`src/rtl/fp64_pkg.sv`:
```
// Shared definitions for the iterative binary64 divider.
// Holds the format constants, the divider FSM state encoding, the
// unpacked-operand record and the operand unpack helper.
package fp64_pkg;

    localparam int          BIAS    = 1023;
    localparam logic [10:0] EXP_INF = 11'h7FF;
    localparam logic [63:0] QNAN    = 64'h7FF8000000000000;

    typedef enum logic [1:0] {
        IDLE  = 2'd0,
        DIV   = 2'd1,
        ROUND = 2'd2,
        DONE  = 2'd3
    } state_t;

    typedef struct packed {
        logic        sign;
        logic [10:0] exp;
        logic [52:0] mant;     // hidden 1 included
        logic        is_zero;  // exp==0, denormals flushed here
        logic        is_inf;
        logic        is_nan;
    } fp_unpacked_t;

    function automatic fp_unpacked_t fp_unpack(input logic [63:0] x);
        fp_unpacked_t u;
        u.sign    = x[63];
        u.exp     = x[62:52];
        u.mant    = {1'b1, x[51:0]};
        u.is_zero = (x[62:52] == 11'd0);
        u.is_inf  = (x[62:52] == EXP_INF) && (x[51:0] == 52'd0);
        u.is_nan  = (x[62:52] == EXP_INF) && (x[51:0] != 52'd0);
        return u;
    endfunction

endpackage

```
`src/rtl/fp64_div_iter_if.sv`:
```
// Handshake bundle for the divider: operand channel (in_valid/in_ready, a, b)
// and result channel (out_valid/out_ready, result, flag_dz, flag_inv).
// master = requester/consumer side, slave = divider side.
interface fp64_div_iter_if;
    logic        in_valid;
    logic        in_ready;
    logic [63:0] a;
    logic [63:0] b;
    logic        out_valid;
    logic        out_ready;
    logic [63:0] result;
    logic        flag_dz;
    logic        flag_inv;

    modport master (
        output in_valid, a, b, out_ready,
        input  in_ready, out_valid, result, flag_dz, flag_inv
    );

    modport slave (
        input  in_valid, a, b, out_ready,
        output in_ready, out_valid, result, flag_dz, flag_inv
    );
endinterface

```
`src/rtl/fp64_div_normround.sv`:
```
// Normalise / round-to-nearest-even / range-check for the divider.
// Ports:
//   sign_i    result sign
//   exp_i     biased exponent before normalisation (13-bit signed)
//   quot_i    56 quotient bits, quot_i[55] has weight 2^0
//   rem_nz_i  final remainder non-zero (sticky contribution)
//   result_o  packed binary64 result (inf on overflow, zero on underflow)
module fp64_div_normround
    import fp64_pkg::*;
(
    input  logic               sign_i,
    input  logic signed [12:0] exp_i,
    input  logic [55:0]        quot_i,
    input  logic               rem_nz_i,
    output logic [63:0]        result_o
);

    function automatic logic rne_up(input logic lsb, input logic g,
                                    input logic r, input logic s);
        return g & (r | s | lsb);
    endfunction

    logic [52:0]        mant;
    logic               g, r, s;
    logic [53:0]        mant_r;
    logic signed [12:0] exp_adj;

    always_comb begin
        // Quotient of two [1,2) mantissas lies in (0.5,2); shift once if <1.
        if (quot_i[55]) begin
            mant    = quot_i[55:3];
            g       = quot_i[2];
            r       = quot_i[1];
            s       = quot_i[0] | rem_nz_i;
            exp_adj = exp_i;
        end else begin
            mant    = quot_i[54:2];
            g       = quot_i[1];
            r       = quot_i[0];
            s       = rem_nz_i;
            exp_adj = exp_i - 13'sd1;
        end

        mant_r = {1'b0, mant} + 54'(rne_up(mant[0], g, r, s));
        // Carry out means the mantissa rounded up to 2.0: becomes 1.0, e+1.
        if (mant_r[53]) begin
            exp_adj = exp_adj + 13'sd1;
        end

        if (exp_adj >= 13'sd2047) begin
            result_o = {sign_i, EXP_INF, 52'd0};
        end else if (exp_adj <= 13'sd0) begin
            result_o = {sign_i, 63'd0};
        end else begin
            result_o = {sign_i, exp_adj[10:0], mant_r[51:0]};
        end
    end

endmodule

```
`src/rtl/fp64_div_iter.sv`:
```
// Iterative binary64 divider, radix-2 restoring, one quotient bit per cycle,
// round-to-nearest-even, denormals flushed to signed zero.
// Ports:
//   clk  clock
//   rst  synchronous active-high reset
//   bus  fp64_div_iter_if.slave: operand handshake (in_valid/in_ready, a, b)
//        and result handshake (out_valid/out_ready, result, flag_dz, flag_inv)
module fp64_div_iter
    import fp64_pkg::*;
(
    input  logic              clk,
    input  logic              rst,
    fp64_div_iter_if.slave    bus
);

    state_t             state_q, state_d;
    logic               sign_q;
    logic               a_zero_q, a_inf_q, a_nan_q;
    logic               b_zero_q, b_inf_q, b_nan_q;
    logic [52:0]        mb_q;
    logic [53:0]        rem_q;
    logic [55:0]        quot_q;
    logic [5:0]         cnt_q;
    logic signed [12:0] exp_q;
    logic [63:0]        result_q;
    logic               dz_q, inv_q;

    fp_unpacked_t       ua, ub;
    logic               accept;
    logic               first_div;
    logic               rem_ge;
    logic [53:0]        rem_sub;
    logic               is_special;
    logic [63:0]        spec_res;
    logic               spec_dz, spec_inv;
    logic [63:0]        nr_result;

    assign ua        = fp_unpack(bus.a);
    assign ub        = fp_unpack(bus.b);
    assign accept    = (state_q == IDLE) && bus.in_valid;
    // Operands are classified during the first DIV cycle from the captured
    // copies, so a special result appears one edge after acceptance.
    assign first_div = (state_q == DIV) && (cnt_q == 6'd55);

    always_comb begin
        spec_res   = 64'd0;
        spec_dz    = 1'b0;
        spec_inv   = 1'b0;
        is_special = 1'b1;
        if (a_nan_q || b_nan_q || (a_zero_q && b_zero_q) || (a_inf_q && b_inf_q)) begin
            spec_res = QNAN;
            spec_inv = 1'b1;
        end else if (b_zero_q && !a_inf_q) begin
            spec_res = {sign_q, EXP_INF, 52'd0};
            spec_dz  = 1'b1;
        end else if (a_inf_q) begin
            spec_res = {sign_q, EXP_INF, 52'd0};
        end else if (a_zero_q || b_inf_q) begin
            spec_res = {sign_q, 63'd0};
        end else begin
            is_special = 1'b0;
        end
    end

    // Restoring step: subtract when it fits, the shift happens on the register.
    assign rem_ge  = (rem_q >= {1'b0, mb_q});
    assign rem_sub = rem_ge ? (rem_q - {1'b0, mb_q}) : rem_q;

    fp64_div_normround u_normround (
        .sign_i   (sign_q),
        .exp_i    (exp_q),
        .quot_i   (quot_q),
        .rem_nz_i (rem_q != 54'd0),
        .result_o (nr_result)
    );

    // FSM state register
    always_ff @(posedge clk) begin
        if (rst) state_q <= IDLE;
        else     state_q <= state_d;
    end

    // FSM next state
    always_comb begin
        state_d = state_q;
        case (state_q)
            IDLE:    if (bus.in_valid) state_d = DIV;
            DIV:     if (first_div && is_special) state_d = DONE;
                     else if (cnt_q == 6'd0)      state_d = ROUND;
            ROUND:   state_d = DONE;
            DONE:    if (bus.out_ready) state_d = IDLE;
            default: state_d = IDLE;
        endcase
    end

    // FSM outputs
    always_comb begin
        bus.in_ready  = (state_q == IDLE) && !rst;
        bus.out_valid = (state_q == DONE);
        bus.result    = result_q;
        bus.flag_dz   = dz_q;
        bus.flag_inv  = inv_q;
    end

    // Datapath: operand capture and mantissa iteration
    always_ff @(posedge clk) begin
        if (accept) begin
            sign_q   <= ua.sign ^ ub.sign;
            a_zero_q <= ua.is_zero;
            a_inf_q  <= ua.is_inf;
            a_nan_q  <= ua.is_nan;
            b_zero_q <= ub.is_zero;
            b_inf_q  <= ub.is_inf;
            b_nan_q  <= ub.is_nan;
            mb_q     <= ub.mant;
            rem_q    <= {1'b0, ua.mant};
            cnt_q    <= 6'd55;
            exp_q    <= $signed({2'b00, ua.exp}) - $signed({2'b00, ub.exp})
                        + $signed(13'(BIAS));
        end else if (state_q == DIV) begin
            rem_q  <= rem_sub << 1;
            quot_q <= {quot_q[54:0], rem_ge};
            cnt_q  <= cnt_q - 6'd1;
        end
    end

    // Result and flag registers
    always_ff @(posedge clk) begin
        if (rst) begin
            result_q <= 64'd0;
            dz_q     <= 1'b0;
            inv_q    <= 1'b0;
        end else if (first_div && is_special) begin
            result_q <= spec_res;
            dz_q     <= spec_dz;
            inv_q    <= spec_inv;
        end else if (state_q == ROUND) begin
            result_q <= nr_result;
            dz_q     <= 1'b0;
            inv_q    <= 1'b0;
        end
    end

endmodule

```
`src/flat_wrapper.sv`:
```
// flat-port wrapper written by rule: the top's interface ports become plain ports
module fp64_div_iter_flat import fp64_pkg::*;
  (clk, rst, bus_in_valid, bus_a, bus_b, bus_out_ready, bus_in_ready, bus_out_valid, bus_result, bus_flag_dz, bus_flag_inv);
  fp64_div_iter_if bus_i ();
  input  logic clk;
  input  logic rst;
  input wire logic [$bits(bus_i.in_valid)-1:0] bus_in_valid;
  input wire logic [$bits(bus_i.a)-1:0] bus_a;
  input wire logic [$bits(bus_i.b)-1:0] bus_b;
  input wire logic [$bits(bus_i.out_ready)-1:0] bus_out_ready;
  output wire logic [$bits(bus_i.in_ready)-1:0] bus_in_ready;
  output wire logic [$bits(bus_i.out_valid)-1:0] bus_out_valid;
  output wire logic [$bits(bus_i.result)-1:0] bus_result;
  output wire logic [$bits(bus_i.flag_dz)-1:0] bus_flag_dz;
  output wire logic [$bits(bus_i.flag_inv)-1:0] bus_flag_inv;
  assign bus_i.in_valid = bus_in_valid;
  assign bus_i.a = bus_a;
  assign bus_i.b = bus_b;
  assign bus_i.out_ready = bus_out_ready;
  assign bus_in_ready = bus_i.in_ready;
  assign bus_out_valid = bus_i.out_valid;
  assign bus_result = bus_i.result;
  assign bus_flag_dz = bus_i.flag_dz;
  assign bus_flag_inv = bus_i.flag_inv;
  fp64_div_iter u_core (.clk(clk), .rst(rst), .bus(bus_i));
endmodule
```
`config.mk`:
```
export PLATFORM = sky130hd
export DESIGN_NAME = fp64_div_iter_flat
export DESIGN_NICKNAME = d
export VERILOG_FILES = /design/src/rtl/fp64_pkg.sv /design/src/rtl/fp64_div_iter_if.sv /design/src/rtl/fp64_div_normround.sv /design/src/rtl/fp64_div_iter.sv /design/src/flat_wrapper.sv
export SDC_FILE = /design/constraint.sdc
export NUM_CORES = 1
export LEC_CHECK = 0
export CAP_MARGIN = 0
export CORE_ASPECT_RATIO = 0.75
export CORE_MARGIN = 4
export CORE_UTILIZATION = 30
export DETAILED_ROUTE_END_ITERATION = 8
export MAX_ROUTING_LAYER = met4
export PLACE_DENSITY = 0.59
export SETUP_SLACK_MARGIN = 0.4
export SLEW_MARGIN = 20
export SYNTH_ARGS = -nofsm -noshare
export SYNTH_HDL_FRONTEND = slang
export SYNTH_HIERARCHICAL = 1
export SYNTH_SLANG_ARGS = --single-unit
```
`constraint.sdc`:
```
create_clock -name clk -period 9.7 [get_ports clk]
set_input_delay 1.94 -clock clk [delete_from_list [all_inputs] [get_ports clk]]
set_output_delay 1.94 -clock clk [all_outputs]
set_load 0.02 [all_outputs]
```
==> notes.md <==
run metrics: Crit path arrival time ~6600 ps, worst reg2reg path depth 19, Port Buffers a little under 200, Netlist cell types 90, Post-Synthesis Cells roughly 2000, Final Hold Viols 0, final setup fails 0, EDFF count, synth 180, cells in synth_stat.txt 2005, Routed WL 56800 um, number of DRC markers in iteration 0 ~1400, number of routed nets with antenna violations 0, Root Buffer clkbuf_16, reg2reg start u_core/rem_q[21]$_DFFE_PP_, worst setup path endpoint u_core/bus.result[51]$_SDFFE_PP0P_, max incr delay on CP just under 700 ps, Clock Sinks approximately 260, biggest area consumer among synthesized cells edfxtp_1, TritonRoute pass-1 iters 5, Levels on crit path 19, status complete, no violations, Vias between 15000 and 20000, min cycle time layout slightly above 6000 ps, Critical path origin u_core/rem_q[21]$_DFFE_PP_, core area slightly above 0.06 mm2, DR DRC count 0, clk buf depth 3, Synth top cell by count edfxtp_1, Clock transition at path regs 70 ps, crit path DRT a little over 10000 ps, die span in y around 220 um, DIE WIDTH between 200 and 300 um, Late-Pin Clk Latency ~600 ps, via density per instance 5.35, Synth top area share 0.294, worst path cell trace nor4_1 > nand4_1 > or4_1 > nor3_1 > nor2_1 > o22a_1 > ha_1 > and4_1 > and4_1 > nand4_1 > nor3_1 > or4_1 > a221o_1 > nor4bb_4 > buf_12 > nor3_2 > mux2_2 > a21oi_1 > nor2_1, Max FO, Critical Path ~52, P_leak 8.06 nW, HPWL after detailed placement 43000 um, first-pass GRT wire length between 80000 and 90000 um, Worst VDD drop approximately 0.00016 V, setup TNS 0 ps, fin crit share 0.634, antenna cells 0, post-synth area from yosys stat roughly 0.018 mm2, gpl congestion 0.915, async set or reset register ratio after synthesis 0, initial antenna violation count 0, Clock Skews approximately 19 ps, total setup buffers inserted after CTS 0, Top area cell types edfxtp_1 29%, dfxtp_1 8.3%, mux2i_1 6.8%, fraction of layout cells with a size suffix above 1 0.0774, vias in the first global route 15200, stage-log warning count 32, startpoint types flip-flop, r2r setup slk about 3500 ps, WP buf/inv 1, r2r endpoint u_core/bus.result[51]$_SDFFE_PP0P_, nets ~2300, min-delay worst type reg -> reg, maxcap violations 0, CTS Buf Count 30, chip footprint 0.0653 mm2, final cell count without fillers 2957, Crit-path slowest cell nor4_1, synth warn 6, all-layer global routing usage 0.172, CTS Hold Bufs 0, Init Core Util 0.303, Registers, synthesis ~260, largest net degree at the start of global routing between 90 and 100, setup slack at placement 3590 ps
## power by group
| group | internal [mW] | switching, mW |
|---|---|---|
| Clock | 0.716 | 0.485 |
| Combinational | 1.46 | 2.34 |
| Sequential | 1.68 | 0.333 |
| Total | 3.86 | 3.16 |
## worst min path at each step
stage,start,endpoint,slack (ps),depth (start not counted)
final,u_core/quot_q[1]$_DFFE_PP_,u_core/quot_q[2]$_DFFE_PP_,470,0
after global routing,u_core/quot_q[1]$_DFFE_PP_,u_core/quot_q[2]$_DFFE_PP_,480,0
after CTS,u_core/quot_q[1]$_DFFE_PP_,u_core/quot_q[2]$_DFFE_PP_,470,0
after global placement,u_core/quot_q[1]$_DFFE_PP_,u_core/quot_q[2]$_DFFE_PP_,440,0
after detailed placement,u_core/quot_q[1]$_DFFE_PP_,u_core/quot_q[2]$_DFFE_PP_,450,0
after floorplan,u_core/quot_q[11]$_DFFE_PP_,u_core/quot_q[12]$_DFFE_PP_,420,0
## layer usage
layer	routed length, um	vias to the layer above	GRT usage
met3	4040	62	0.0310
met1	27900	7653	0.253
met5	0	-	-
met4	772	0	0.0275
met2	24100	485	0.250
li1	-	7632	-
## flip-flops by register name, indices dropped and copies added, names as in the netlist
name and cells:
u_core/bus.result 64, u_core/quot_q 56, u_core/rem_q 54, u_core/mb_q 52, u_core/exp_q 13, u_core/cnt_q 6
u_core/state_q 2, u_core/a_inf_q 1, u_core/a_nan_q 1, u_core/a_zero_q 1, u_core/b_inf_q 1, u_core/b_nan_q 1
u_core/b_zero_q 1, u_core/bus.flag_dz 1, u_core/bus.flag_inv 1, u_core/sign_q 1
## area by class of cell
class	instances	area, um2
timing repair buffer	214	2120
inverter	102	385
tap	800	1000
sequential	256	6930
multi-input combinational	1529	10500
clock buffer	41	877
fill	6139	38500
clock inverter	15	176
## through the flow
step / hold slack, ps / cell area [um2]
floorplan: 424 / 18400
global placement: 436 / 20900
detailed placement: 447 / 20900
CTS: 474 / 22000
global route: 479 / 22000
finish: 469 / 22000
## logic make-up (layout without fill, tap and decap cells)
group,Yosys count,after routing,share of synthesized area
and+or+nand+nor,800,800,0.236
adders and majority gates,78,78,0.0540
xor gates and xnor gates,157,157,0.0753
buffers and inverters,220,372,0.0552
DFF,256,256,0.377
AOI/OAI and AO/OA,360,360,0.128
muxes,134,134,0.0737
## cells in the final DEF (no fill, tap or decap), drive strengths merged, types with 22 or more instances in the layout
cell type / n
nand2: 142
edfxtp: 180
and3: 23
nor2: 179
ha: 76
a21o: 22
inv: 102
nand4: 36
xor2: 59
dfxtp: 76
clkdlybuf4s50: 199
nor4: 79
a21oi: 131
clkbuf: 41
mux2i: 125
o21ai: 56
nand3: 111
nor3: 101
nand2b: 25
xnor2: 98
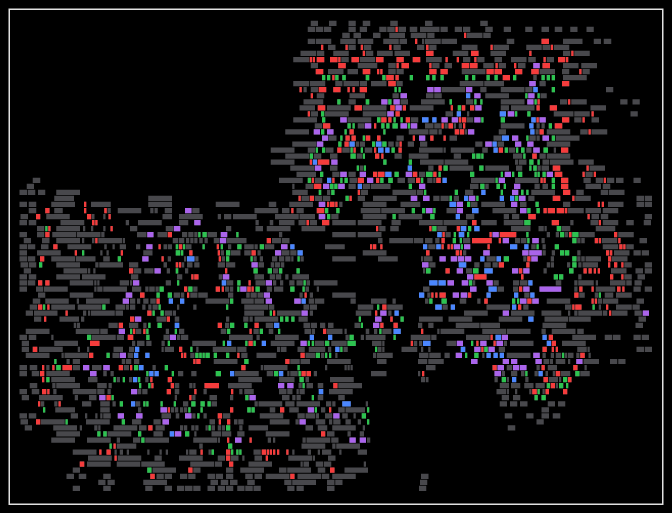
(gate-type map)
Green shows NAND gates, cells 322. Purple shows XOR/XNOR gates, cells 157. Blue shows AND and OR gates, cells 92. Red shows NOR gates, cells 386, where all over the die.

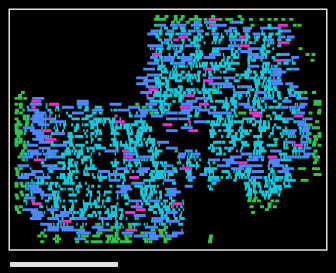
(placed cells, one color a class)
The bar under the picture is 100 um long.
Cyan shows all other logic, cells 1631. Magenta shows clock drivers and dummy loads, cells 56. Blue shows flip-flops, cells 256. Green shows other buffers and delay cells, cells 214.

Power figures rest on the tool's default switching activity, not on a simulated workload.
